### src/rtl/lsu_pkg.sv
// Shared types and decode helpers for the load/store unit.
package lsu_pkg;

   typedef enum logic [1:0] {
      S_IDLE   = 2'd0,
      S_ACCESS = 2'd1,
      S_RESP   = 2'd2
   } lsu_state_t;

   localparam logic [2:0] F3_B  = 3'b000;
   localparam logic [2:0] F3_H  = 3'b001;
   localparam logic [2:0] F3_W  = 3'b010;
   localparam logic [2:0] F3_BU = 3'b100;
   localparam logic [2:0] F3_HU = 3'b101;

   typedef enum logic [1:0] {
      CAUSE_NONE     = 2'b00,
      CAUSE_MISALIGN = 2'b01,
      CAUSE_ILLEGAL  = 2'b10,
      CAUSE_TIMEOUT  = 2'b11
   } lsu_cause_t;

   function automatic logic f3_legal(input logic is_store, input logic [2:0] f3);
      logic ok;
      if (is_store) ok = (f3 == F3_B) || (f3 == F3_H) || (f3 == F3_W);
      else          ok = (f3 == F3_B) || (f3 == F3_H) || (f3 == F3_W) ||
                         (f3 == F3_BU) || (f3 == F3_HU);
      return ok;
   endfunction

   function automatic logic f3_misaligned(input logic [2:0] f3, input logic [1:0] a);
      logic mis;
      case (f3)
         F3_H, F3_HU: mis = a[0];
         F3_W:        mis = (a != 2'b00);
         default:     mis = 1'b0;
      endcase
      return mis;
   endfunction

endpackage

### src/rtl/lsu_align.sv
// Byte-lane steering: store byte enables / replicated write data, and load lane extraction with extension.
module lsu_align
   import lsu_pkg::*;
(
   input  logic        i_is_store,
   input  logic [2:0]  i_funct3,
   input  logic [1:0]  i_addr_lo,
   input  logic [31:0] i_store_data,
   input  logic [31:0] i_rdata,
   output logic [3:0]  o_be,
   output logic [31:0] o_wdata,
   output logic [31:0] o_load_data
);

   logic [31:0] w_lane;

   assign w_lane = i_rdata >> {i_addr_lo, 3'b000};

   always_comb begin
      o_be    = 4'b1111;
      o_wdata = i_store_data;
      if (i_is_store) begin
         case (i_funct3)
            F3_B: begin
               o_be    = 4'b0001 << i_addr_lo;
               o_wdata = {4{i_store_data[7:0]}};
            end
            F3_H: begin
               o_be    = i_addr_lo[1] ? 4'b1100 : 4'b0011;
               o_wdata = {2{i_store_data[15:0]}};
            end
            default: ;
         endcase
      end
   end

   always_comb begin
      o_load_data = w_lane;
      case (i_funct3)
         F3_B:    o_load_data = {{24{w_lane[7]}}, w_lane[7:0]};
         F3_H:    o_load_data = {{16{w_lane[15]}}, w_lane[15:0]};
         F3_BU:   o_load_data = {24'd0, w_lane[7:0]};
         F3_HU:   o_load_data = {16'd0, w_lane[15:0]};
         default: ;
      endcase
   end

endmodule

### src/rtl/load_store_unit.sv
// Multicycle load/store unit: sequences one memory access per start and reports result or fault.
// state  | meaning
// IDLE   | waiting for start; request inputs sampled here only
// ACCESS | mem_req held with stable address/enables/data until transfer or timeout
// RESP   | one-cycle done pulse with fault status
module load_store_unit
   import lsu_pkg::*;
#(
   parameter int TIMEOUT_CYCLES = 16
)(
   input  logic        i_clk,
   input  logic        i_reset,
   input  logic        i_start,
   input  logic        i_is_store,
   input  logic [2:0]  i_funct3,
   input  logic [31:0] i_addr,
   input  logic [31:0] i_store_data,
   output logic        o_busy,
   output logic        o_done,
   output logic [31:0] o_load_data,
   output logic        o_fault,
   output logic [1:0]  o_fault_cause,
   output logic        o_mem_req,
   output logic        o_mem_we,
   output logic [31:0] o_mem_addr,
   output logic [3:0]  o_mem_be,
   output logic [31:0] o_mem_wdata,
   input  logic        i_mem_ready,
   input  logic [31:0] i_mem_rdata
);

   localparam int CW = (TIMEOUT_CYCLES > 1) ? $clog2(TIMEOUT_CYCLES) : 1;

   lsu_state_t  r_state;
   lsu_cause_t  r_cause;
   logic [2:0]  r_funct3;
   logic [1:0]  r_addr_lo;
   logic [CW-1:0] r_wait;
   logic        r_done;
   logic        r_fault;
   logic [31:0] r_load_data;
   logic        r_mem_req;
   logic        r_mem_we;
   logic [31:0] r_mem_addr;
   logic [3:0]  r_mem_be;
   logic [31:0] r_mem_wdata;

   logic        w_idle;
   logic        w_sel_store;
   logic [2:0]  w_sel_f3;
   logic [1:0]  w_sel_lo;
   logic [3:0]  w_be;
   logic [31:0] w_wdata;
   logic [31:0] w_load;
   logic        w_legal;
   logic        w_mis;
   logic        w_xfer;
   logic        w_timeout;

   // Steering sees live inputs while idle (to build the request) and the latched request otherwise.
   assign w_idle      = (r_state == S_IDLE);
   assign w_sel_store = w_idle ? i_is_store : r_mem_we;
   assign w_sel_f3    = w_idle ? i_funct3   : r_funct3;
   assign w_sel_lo    = w_idle ? i_addr[1:0] : r_addr_lo;

   lsu_align u_align (
      .i_is_store   (w_sel_store),
      .i_funct3     (w_sel_f3),
      .i_addr_lo    (w_sel_lo),
      .i_store_data (i_store_data),
      .i_rdata      (i_mem_rdata),
      .o_be         (w_be),
      .o_wdata      (w_wdata),
      .o_load_data  (w_load)
   );

   assign w_legal   = f3_legal(i_is_store, i_funct3);
   assign w_mis     = f3_misaligned(i_funct3, i_addr[1:0]);
   assign w_xfer    = r_mem_req && i_mem_ready;
   assign w_timeout = (r_wait == CW'(TIMEOUT_CYCLES - 1));

   always_ff @(posedge i_clk or posedge i_reset) begin
      if (i_reset) begin
         r_state     <= S_IDLE;
         r_cause     <= CAUSE_NONE;
         r_funct3    <= 3'd0;
         r_addr_lo   <= 2'd0;
         r_wait      <= '0;
         r_done      <= 1'b0;
         r_fault     <= 1'b0;
         r_load_data <= 32'd0;
         r_mem_req   <= 1'b0;
         r_mem_we    <= 1'b0;
         r_mem_addr  <= 32'd0;
         r_mem_be    <= 4'd0;
         r_mem_wdata <= 32'd0;
      end else begin
         r_done <= 1'b0;
         case (r_state)
            S_IDLE: begin
               if (i_start) begin
                  if (!w_legal) begin
                     r_state <= S_RESP;
                     r_done  <= 1'b1;
                     r_fault <= 1'b1;
                     r_cause <= CAUSE_ILLEGAL;
                  end else if (w_mis) begin
                     r_state <= S_RESP;
                     r_done  <= 1'b1;
                     r_fault <= 1'b1;
                     r_cause <= CAUSE_MISALIGN;
                  end else begin
                     r_state     <= S_ACCESS;
                     r_funct3    <= i_funct3;
                     r_addr_lo   <= i_addr[1:0];
                     r_wait      <= '0;
                     r_mem_req   <= 1'b1;
                     r_mem_we    <= i_is_store;
                     r_mem_addr  <= {i_addr[31:2], 2'b00};
                     r_mem_be    <= w_be;
                     r_mem_wdata <= w_wdata;
                  end
               end
            end
            S_ACCESS: begin
               // A transfer on the timeout edge still completes the access.
               if (w_xfer) begin
                  if (!r_mem_we) r_load_data <= w_load;
                  r_state   <= S_RESP;
                  r_done    <= 1'b1;
                  r_fault   <= 1'b0;
                  r_cause   <= CAUSE_NONE;
                  r_mem_req <= 1'b0;
                  r_mem_we  <= 1'b0;
               end else if (w_timeout) begin
                  r_state   <= S_RESP;
                  r_done    <= 1'b1;
                  r_fault   <= 1'b1;
                  r_cause   <= CAUSE_TIMEOUT;
                  r_mem_req <= 1'b0;
                  r_mem_we  <= 1'b0;
               end else begin
                  r_wait <= r_wait + 1'b1;
               end
            end
            S_RESP:  r_state <= S_IDLE;
            default: r_state <= S_IDLE;
         endcase
      end
   end

   assign o_busy        = !w_idle;
   assign o_done        = r_done;
   assign o_load_data   = r_load_data;
   assign o_fault       = r_fault;
   assign o_fault_cause = r_cause;
   assign o_mem_req     = r_mem_req;
   assign o_mem_we      = r_mem_we;
   assign o_mem_addr    = r_mem_addr;
   assign o_mem_be      = r_mem_be;
   assign o_mem_wdata   = r_mem_wdata;

endmodule

### config.mk
export PLATFORM = sky130hd
export DESIGN_NAME = load_store_unit
export DESIGN_NICKNAME = d
export VERILOG_FILES = /design/src/rtl/lsu_pkg.sv /design/src/rtl/lsu_align.sv /design/src/rtl/load_store_unit.sv
export SDC_FILE = /design/constraint.sdc
export NUM_CORES = 1
export LEC_CHECK = 0
export CAP_MARGIN = 10
export CORE_ASPECT_RATIO = 0.75
export CORE_UTILIZATION = 30
export CTS_CLUSTER_DIAMETER = 200
export DETAILED_ROUTE_END_ITERATION = 6
export GPL_ROUTABILITY_DRIVEN = 0
export PLACE_DENSITY = 0.67
export REMOVE_ABC_BUFFERS = 1
export SYNTH_ARGS = -nofsm -noshare
export SYNTH_HDL_FRONTEND = slang
export SYNTH_SLANG_ARGS = --single-unit
### constraint.sdc
create_clock -name i_clk -period 11.5 [get_ports i_clk]
set_input_delay 2.3 -clock i_clk [delete_from_list [all_inputs] [get_ports i_clk]]
set_output_delay 2.3 -clock i_clk [all_outputs]
set_load 0.1 [all_outputs]
Fig. 1: supply network
Pins as bars on the die edge.
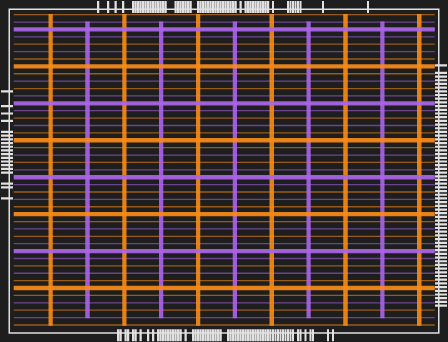
orange -> VSS
purple -> VDD
met5 straps = 8
rows = 42
die height: 118.7 um
CORE AREA: 0.01771 sq mm
die width: 157.6 um

Fig. 2: the metal 1 layer
Supply wires on this layer in gray.
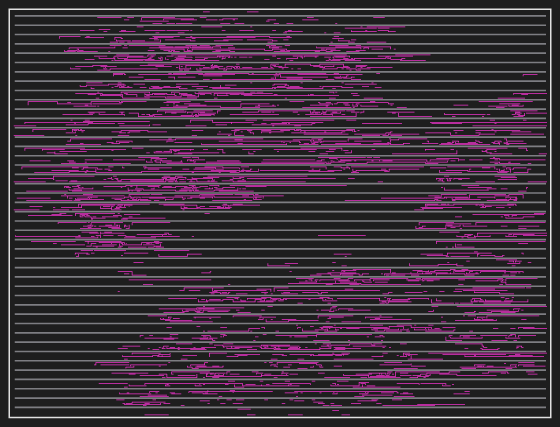
share of all routed wire = 48%
wire length on this layer = 7970 um
longest straight run = 51.1 um
nets with wire on the layer = 792
final WL: 16.70 mm
global-route track usage on met1: 0.2566

==> flow_summary.ini <==
; generated from flow reports
[final_timing]
period_minus_slack_ns = 4.757
max_slew_margin = 0.3031
fin_setup_tns_ns = 0
hold_viol = 0
final_max_slew_viol_count = 0
rsz0062_at_grt = no
tightest_slew_ns = 1.042
finalClockPeriodUsage = 0.4137

[drt]
ant_nets = 0
wl_per_cell_um = 15.89
wl_met3_mm = 1.085
drc = 0
detail_route.iter0.violations = 422
topRoutingLayerUsed = met4
first_pass_iters = 5
met2_length_mm = 7.443

[synth]
fa_ha_area_frac = 0.002298
xor_area_frac = 0
yosys.area_share.aoi = 0.1399
ys_types = 42
synth.cell_area_sq_mm = 0.005445
synth_area_per_cell_sq_um = 9.152
synth-warning-count = 0
synthCells = 595
yosys_area_sq_mm = 0.005445
synth.area.mux_share = 0.09329
ys_seq_frac = 0.5285
ys_sh_simple = 0.1985
ys_cells = 595
numSynthFlops = 115

[global_route]
grt_antenna_before_repair = 0
grt_pass1_wl_mm = 26.74
grt_pass1_vias = 4913
grt_use_total = 0.1860
overflow = 0
grt_max_degree = 79

[clock_tree]
cts_resized = 0
clk_pin_slew_worst_paths_ns = 0.05
cts_tree = done
post_cts.repair.setup_buffers = 0
htreeDepth = 4
cts-root-buf = clkbuf_16

[layout]
nNetsFinal = 901
stdcell_area_sq_mm = 0.008461
fillers = 1685
syn2layout_area_growth_pct = 55.38
final_cells = 1051
drive_gt1_frac = 0.1075

[floorplanning]
top_level_ports = 211

[setup_path]
crit_path_start_kind = flop
endpoint_kind = primary output
required_ns = 9.20
crit_chain = nor2_8 > inv_4 > clkdlybuf4s50_1
crit_type = flop to primary output
path_delay_family = buffers and inverters

[place]
place_ws_ns = 6.508
numPortBuffers = 208

[status]
status = completed

[worst_hold_path]
hold_class = flop to flop

[run]
maxCapViolations = 0
warning_count = 25
Fig. 3: clock wiring as the flow saved it
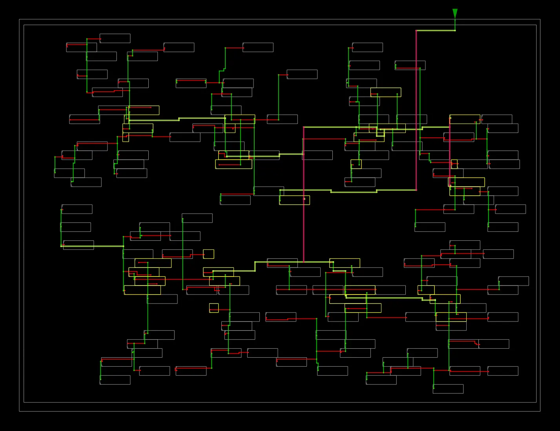
TritonCTS sink count: 115
TritonCTS Buffers: 17
skew final: 0.006953 ns

Fig. 4: where the registers sit
Other sequential cells in the stronger gray, the rest of the logic in the fainter gray.
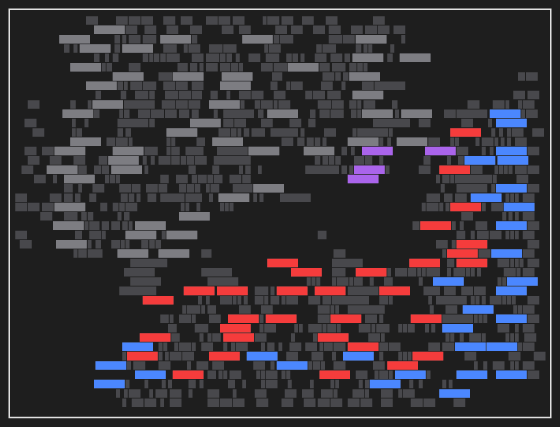
blue -> o_mem_addr  # flops 30
purple -> o_mem_be  # flops 4
red -> o_mem_wdata  # flops 32
flip-flop and latch area: 0.002878 sq mm
flop share of the area: 0.3401
final core occ: 0.4777

==> cell usage in the layout (no fill, tap or decap), types with 4 or more instances in the layout <==
| cell | Yosys | layout |
|---|---|---|
| clkdlybuf4s50_1 | 0 | 208 |
| mux2i_1 | 11 | 10 |
| inv_1 | 7 | 6 |
| mux2_2 | 32 | 32 |
| bufinv_16 | 0 | 7 |
| o31ai_1 | 19 | 19 |
| nor2_1 | 63 | 62 |
| a31oi_1 | 18 | 18 |
| dfrtp_1 | 115 | 115 |
| a21oi_1 | 43 | 43 |
| o21ai_0 | 17 | 17 |
| clkbuf_16 | 0 | 17 |
| buf_4 | 2 | 10 |
| nand2b_1 | 5 | 5 |
| and2_1 | 4 | 4 |
| a32oi_1 | 8 | 7 |
| nand2_1 | 184 | 184 |
==> per-layer routing <==
| layer | up-vias | global-route usage |
|---|---|---|
| li1 | 2425 | - |
| met1 | 2393 | 0.2566 |
| met2 | 173 | 0.2821 |
| met3 | 15 | 0.05317 |
| met4 | 0 | 0.05158 |
| met5 | - | 0 |
==> cell usage after synthesis, types with 2 or more instances <==
library cell,count,area [sq um]
nand2_1,184,690.7
dfrtp_1,115,2878
nor2_1,63,236.5
a21oi_1,43,215.2
mux2_2,32,360.4
clkbuf_1,27,101.4
o31ai_1,19,142.6
a31oi_1,18,112.6
o21ai_0,17,85.08
mux2i_1,11,110.1
a32oi_1,8,70.07
inv_1,7,26.28
buf_2,5,25.02
nand2b_1,5,31.28
and2_1,4,25.02
nand3_1,3,15.01
a211oi_1,2,15.01
a21o_1,2,15.01
a221o_1,2,20.02
a32o_1,2,20.02
buf_4,2,15.01
buf_6,2,22.52
nor4_1,2,12.51
or4_1,2,15.01
==> logic make-up after synthesis <==
kind of cell,count (synthesis)
simple gates,269
compound gates,119
flops,115
buf+inv,45
mux,45
fa+ha+maj,1
other cells,1
==> cell type report <==
class / count / share of cell area
sequential: 115 / 0.3401
multi-input combinational: 436 / 0.2826
timing repair buffer: 218 / 0.2550
clock buffer: 19 / 0.05235
tap: 242 / 0.03579
clock inverter: 13 / 0.03002
inverter: 8 / 0.004141
==> worst register-to-register path: stages (launching register included) <==
cell and delay, ns:
dfrtp_1 0.62, nor2_8 0.10, inv_4 0.15, mux2i_2 0.79, nor2_1 0.24, a32oi_4 0.60, a21oi_1 0.17
==> flip-flops by register name (all words and copies together), names as in the netlist <==
name           count
o_mem_wdata       32
r_addr_lo          2
o_fault            1
o_load_data       32
o_mem_we           1
r_state            2
o_mem_req          1
r_funct3           3
o_mem_be           4
o_mem_addr        30
o_fault_cause      2
r_wait             4
o_done             1
==> path summary, 6_finish.rpt <==
path                                 from         endpoint  slack, ns  cells after the start
setup / recovery               r_state[1]           o_busy       6.74                      3
setup reg to reg               r_state[1]  o_load_data[24]       8.67                      6
hold / removal             o_mem_addr[29]   o_mem_addr[29]       0.47                      2
min in group asynchronous         i_reset   o_mem_addr[14]       2.38                      2
max in group asynchronous         i_reset   o_mem_addr[23]       7.88                      3
hold reg to reg            o_mem_addr[29]   o_mem_addr[29]       0.47                      2
